`src/rtl/dma_ram_rd_arb.sv`:
```
// Segmented DMA RAM read arbiter: per-segment round-robin command arbitration
// with an in-order routing FIFO that steers RAM read responses back to their requester.
module dma_ram_rd_arb #(
  parameter int PORTS          = 2,
  parameter int SEG_COUNT      = 2,
  parameter int SEG_DATA_WIDTH = 64,
  parameter int SEG_ADDR_WIDTH = 8,
  parameter int RAM_SEL_WIDTH  = 2,
  parameter int FIFO_DEPTH     = 8
) (
  input  logic                                      clk_i,
  input  logic                                      rst_i,
  input  logic [PORTS*SEG_COUNT*RAM_SEL_WIDTH-1:0]  s_rd_cmd_sel_i,
  input  logic [PORTS*SEG_COUNT*SEG_ADDR_WIDTH-1:0] s_rd_cmd_addr_i,
  input  logic [PORTS*SEG_COUNT-1:0]                s_rd_cmd_valid_i,
  output logic [PORTS*SEG_COUNT-1:0]                s_rd_cmd_ready_o,
  output logic [PORTS*SEG_COUNT*SEG_DATA_WIDTH-1:0] s_rd_resp_data_o,
  output logic [PORTS*SEG_COUNT-1:0]                s_rd_resp_valid_o,
  input  logic [PORTS*SEG_COUNT-1:0]                s_rd_resp_ready_i,
  output logic [SEG_COUNT*RAM_SEL_WIDTH-1:0]        m_rd_cmd_sel_o,
  output logic [SEG_COUNT*SEG_ADDR_WIDTH-1:0]       m_rd_cmd_addr_o,
  output logic [SEG_COUNT-1:0]                      m_rd_cmd_valid_o,
  input  logic [SEG_COUNT-1:0]                      m_rd_cmd_ready_i,
  input  logic [SEG_COUNT*SEG_DATA_WIDTH-1:0]       m_rd_resp_data_i,
  input  logic [SEG_COUNT-1:0]                      m_rd_resp_valid_i,
  output logic [SEG_COUNT-1:0]                      m_rd_resp_ready_o
);

  localparam int PW = (PORTS > 1) ? $clog2(PORTS) : 1;
  localparam int AW = (FIFO_DEPTH > 1) ? $clog2(FIFO_DEPTH) : 1;
  localparam int CW = AW + 1;

  function automatic logic [PW-1:0] rrIndex(input logic [PW-1:0] last, input int offset);
    int idx;
    idx = (int'(last) + 1 + offset) % PORTS;
    return PW'(idx);
  endfunction

  for (genvar n = 0; n < SEG_COUNT; n++) begin : g_seg
    logic [PORTS-1:0]          reqValid;
    logic [PORTS-1:0]          cmdReady;
    logic [PORTS-1:0]          respReady;
    logic [PORTS-1:0]          respValid;
    logic [RAM_SEL_WIDTH-1:0]  reqSel  [PORTS];
    logic [SEG_ADDR_WIDTH-1:0] reqAddr [PORTS];

    logic [RAM_SEL_WIDTH-1:0]  cmdSel_q, cmdSel_d;
    logic [SEG_ADDR_WIDTH-1:0] cmdAddr_q, cmdAddr_d;
    logic                      cmdValid_q, cmdValid_d;
    logic [PW-1:0]             lastGrant_q, lastGrant_d;
    logic [PW-1:0]             fifoMem_q [FIFO_DEPTH];
    logic [AW-1:0]             wrPtr_q, wrPtr_d;
    logic [AW-1:0]             rdPtr_q, rdPtr_d;
    logic [CW-1:0]             count_q, count_d;

    logic [PW-1:0] grant;
    logic [PW-1:0] head;
    logic          anyReq;
    logic          load;
    logic          pop;
    logic          fifoEmpty;
    logic          fifoFull;
    logic          mRespReady;

    for (genvar p = 0; p < PORTS; p++) begin : g_port
      localparam int IDX = p*SEG_COUNT + n;
      assign reqValid[p]  = s_rd_cmd_valid_i[IDX];
      assign reqSel[p]    = s_rd_cmd_sel_i[IDX*RAM_SEL_WIDTH +: RAM_SEL_WIDTH];
      assign reqAddr[p]   = s_rd_cmd_addr_i[IDX*SEG_ADDR_WIDTH +: SEG_ADDR_WIDTH];
      assign respReady[p] = s_rd_resp_ready_i[IDX];
      assign s_rd_cmd_ready_o[IDX]  = cmdReady[p];
      assign s_rd_resp_valid_o[IDX] = respValid[p];
      assign s_rd_resp_data_o[IDX*SEG_DATA_WIDTH +: SEG_DATA_WIDTH] =
        m_rd_resp_data_i[n*SEG_DATA_WIDTH +: SEG_DATA_WIDTH];
    end

    // Round-robin search begins just after the previous winner.
    always_comb begin
      grant  = lastGrant_q;
      anyReq = 1'b0;
      for (int i = 0; i < PORTS; i++) begin
        if (!anyReq && reqValid[rrIndex(lastGrant_q, i)]) begin
          anyReq = 1'b1;
          grant  = rrIndex(lastGrant_q, i);
        end
      end
    end

    // Full check deliberately ignores a same-cycle pop to keep ready off the response path.
    always_comb begin
      fifoEmpty  = (count_q == '0);
      fifoFull   = (count_q == CW'(FIFO_DEPTH));
      load       = !rst_i && (!cmdValid_q || m_rd_cmd_ready_i[n]) && !fifoFull && anyReq;
      head       = fifoMem_q[rdPtr_q];
      mRespReady = !fifoEmpty && respReady[head];
      pop        = mRespReady && m_rd_resp_valid_i[n];

      for (int i = 0; i < PORTS; i++) begin
        cmdReady[i]  = load && (grant == PW'(i));
        respValid[i] = !fifoEmpty && m_rd_resp_valid_i[n] && (head == PW'(i));
      end

      cmdSel_d    = cmdSel_q;
      cmdAddr_d   = cmdAddr_q;
      cmdValid_d  = cmdValid_q;
      lastGrant_d = lastGrant_q;
      if (load) begin
        cmdSel_d    = reqSel[grant];
        cmdAddr_d   = reqAddr[grant];
        cmdValid_d  = 1'b1;
        lastGrant_d = grant;
      end else if (m_rd_cmd_ready_i[n]) begin
        cmdValid_d = 1'b0;
      end

      wrPtr_d = wrPtr_q + AW'(load);
      rdPtr_d = rdPtr_q + AW'(pop);
      count_d = count_q + CW'(load) - CW'(pop);
    end

    always_ff @(posedge clk_i) begin
      if (rst_i) begin
        cmdSel_q    <= '0;
        cmdAddr_q   <= '0;
        cmdValid_q  <= 1'b0;
        lastGrant_q <= PW'(PORTS - 1);
        wrPtr_q     <= '0;
        rdPtr_q     <= '0;
        count_q     <= '0;
        for (int i = 0; i < FIFO_DEPTH; i++) begin
          fifoMem_q[i] <= '0;
        end
      end else begin
        cmdSel_q    <= cmdSel_d;
        cmdAddr_q   <= cmdAddr_d;
        cmdValid_q  <= cmdValid_d;
        lastGrant_q <= lastGrant_d;
        wrPtr_q     <= wrPtr_d;
        rdPtr_q     <= rdPtr_d;
        count_q     <= count_d;
        if (load) begin
          fifoMem_q[wrPtr_q] <= grant;
        end
      end
    end

    assign m_rd_cmd_sel_o[n*RAM_SEL_WIDTH +: RAM_SEL_WIDTH]    = cmdSel_q;
    assign m_rd_cmd_addr_o[n*SEG_ADDR_WIDTH +: SEG_ADDR_WIDTH] = cmdAddr_q;
    assign m_rd_cmd_valid_o[n]  = cmdValid_q;
    assign m_rd_resp_ready_o[n] = mRespReady;
  end

endmodule

```
`config.mk`:
```
export PLATFORM = sky130hd
export DESIGN_NAME = dma_ram_rd_arb
export DESIGN_NICKNAME = d
export VERILOG_FILES = /design/src/rtl/dma_ram_rd_arb.sv
export SDC_FILE = /design/constraint.sdc
export NUM_CORES = 1
export LEC_CHECK = 0
export CAP_MARGIN = 20
export CORE_AREA = 2 2 184 186
export DETAILED_ROUTE_END_ITERATION = 10
export DIE_AREA = 0 0 186 188
export RECOVER_POWER = 50
export SYNTH_ARGS = -nofsm -noshare
export SYNTH_HDL_FRONTEND = slang
export SYNTH_SLANG_ARGS = --single-unit
```
`constraint.sdc`:
```
create_clock -name clk_i -period 3.1 [get_ports clk_i]
set_clock_uncertainty 0.05 [all_clocks]
set_input_delay 0.775 -clock clk_i [delete_from_list [all_inputs] [get_ports clk_i]]
set_output_delay 0.775 -clock clk_i [all_outputs]
set_load 0.02 [all_outputs]
```
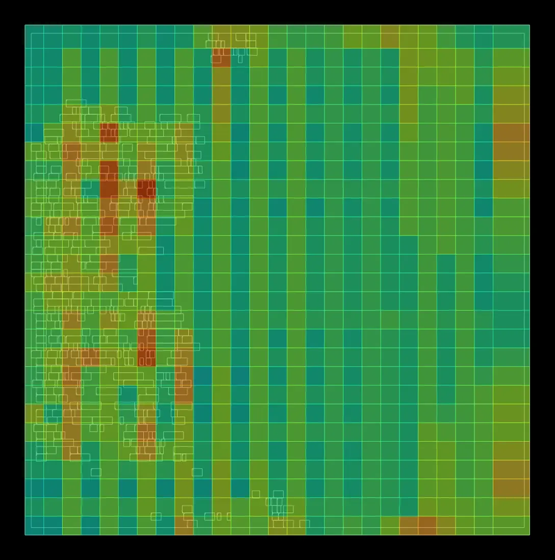
(images/congestion_map.png)
GRT met3 Usage: 0.05341
met2 Usage GRT: 0.1048

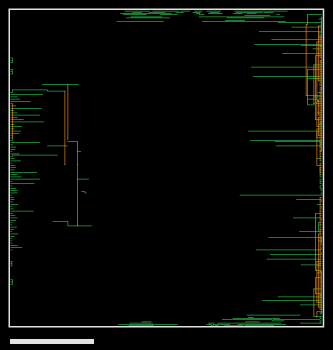
(images/layers.png)
Scale bar: 50 µm. Only two layers are drawn.
[M3] green | wire length: 2230 µm
[M4] orange | wire length: 783 µm

==> impl_metrics.py <==
# Metrics from the implementation run
metrics = {
    "min_path": {
        "hp-class": "flip-flop to flip-flop",
        "holdPathStages": 2,
        "min_to": "g_seg[1].cmdAddr_q[1]$_SDFFE_PP0N_",
        "hold_start": "g_seg[1].cmdAddr_q[1]$_SDFFE_PP0N_",
    },
    "timing": {
        "min_period_ps": 3013,
        "finalClockPeriodUsage": 0.9719,
        "fin_ws_ps": 87.15,
    },
    "layout": {
        "final_cell_mix": "80 x clkdlybuf4s50_1, 49 x nor2_1, 42 x dfxtp_1",
        "antennaDiodeCount": 0,
        "area_growth_pct": -3.989,
        "fin_nets": 617,
        "lay_top_count": "clkdlybuf4s50_1",
        "finalInstanceArea_um2": 4908,
        "num-nonclk-inverters": 15,
        "n_clock_buffer": 11,
        "nonClkBufAreaFrac": 0.1958,
    },
    "yosys": {
        "fa_ha_area_frac": 0.05678,
        "netlist_instances": 577,
        "aoi_share": 0.07807,
        "fp_nets": 781,
        "ys_chip_area_um2": 5112,
        "ys_top_cells_by_count": "264 x buf_4, 49 x nor2_1, 44 x dfxtp_1",
        "synth_seq_share": 0.2663,
        "ys_sh_xor": 0.01371,
        "synth.area.top_cells": "buf_4 39%, dfxtp_1 17%, edfxtp_1 9.4%",
        "muxShareOfSynthArea": 0.06314,
        "ys_cells": 577,
        "synthSimpleGateAreaFrac": 0.1104,
        "yosysUniqueCellTypes": 40,
        "ff_type": "dfxtp_1",
    },
    "clocking": {
        "cts_max_level": 3,
        "clk-insertion-delay-late_ps": 330,
        "cts_made_buffers": 9,
        "cts.hold.buffers_added": 0,
        "clockBufferDepth": 2,
        "cts_sinks": 60,
        "cts_setup_buffers": 0,
        "post_cts_resized": 5,
    },
    "worst_setup_path": {
        "critical-path-max-stage-delay_ps": 470,
        "criticalPathCategory": "primary input to primary output",
        "worstReg2RegStart": "g_seg[0].rdPtr_q[0]$_SDFF_PP0_",
        "crit_start": "s_rd_cmd_valid_i[2]",
        "critical_path.endpoint": "s_rd_cmd_ready_o[0]",
        "reg2reg_slack_ps": 460,
        "worst-path-stages": 5,
        "crit_required_ps": 2270,
        "critPathLaunchType": "primary input",
        "cp.arrival_ps": 2190,
        "cp-end-kind": "primary output",
    },
    "place": {
        "portBuffers": 85,
        "placed_area_um2": 4591,
        "gp_congestion": 0.7462,
        "dpl.hpwl_mm": 10.01,
        "dp_slack_ps": -242.3,
        "place_inst": 849,
    },
    "global_route": {
        "antenna_found_initial": 0,
        "grt_pass1_wl_mm": 17.25,
        "grt_max_degree": 24,
        "grt_pass1_vias": 2894,
        "met1_usage": 0.05418,
    },
    "routing": {
        "maxUsedRoutingLayer": "met5",
        "first_pass_iters": 5,
        "met1_length_mm": 3.508,
        "dr_total_vias": 2782,
        "avgRoutedWirePerCell_um": 13.83,
        "wl_met3_mm": 2.230,
        "drt_iter0_markers": 94,
        "dr_wl_met2_mm": 5.370,
        "drt-total-wl_mm": 11.97,
    },
    "pwr": {
        "leakage_nw": 1.789,
        "switching_share": 0.3231,
        "power-per-cell-area_nw_per_um2": 664.7,
        "p_switching_mw": 1.054,
        "pwr-share-comb": 0.363,
        "power_leader": "combinational cells",
        "power_mw": 3.263,
        "pg_clk_mw": 1.03,
        "power.internal_mw": 2.209,
    },
    "flow_run": {
        "warnings": 28,
    },
    "floorplanning": {
        "boundaryPins": 470,
        "nWellTaps": 448,
        "die_h_um": 188,
        "chip_area_um2": 34970,
        "std_cell_rows": 67,
        "core_area_um2": 33110,
    },
    "status": {
        "status": "finished clean",
    },
}
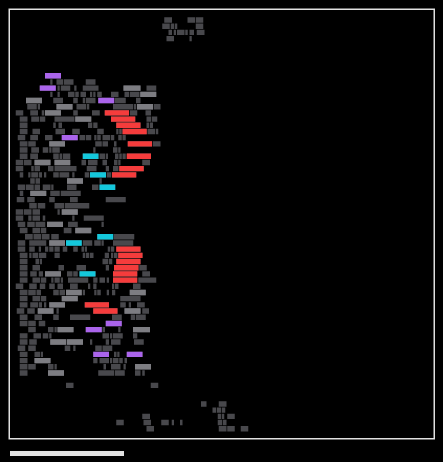
(images/ff_map.png)
Scale bar: 50 µm. Other sequential cells in the stronger grey, the rest of the logic in the fainter grey.
[g_seg.fifoMem_q] red | sequential cells: 16 | where: left middle
[g_seg.count_q] purple | sequential cells: 8
[g_seg.wrPtr_q] cyan | sequential cells: 6 | where: left middle
not coloured: 30
fraction of area in registers: 0.2778
Reg area: 1364 µm²
P_seq: 1.04 mW
Final Util: 0.1482

Power and IR drop assume default switching activity.
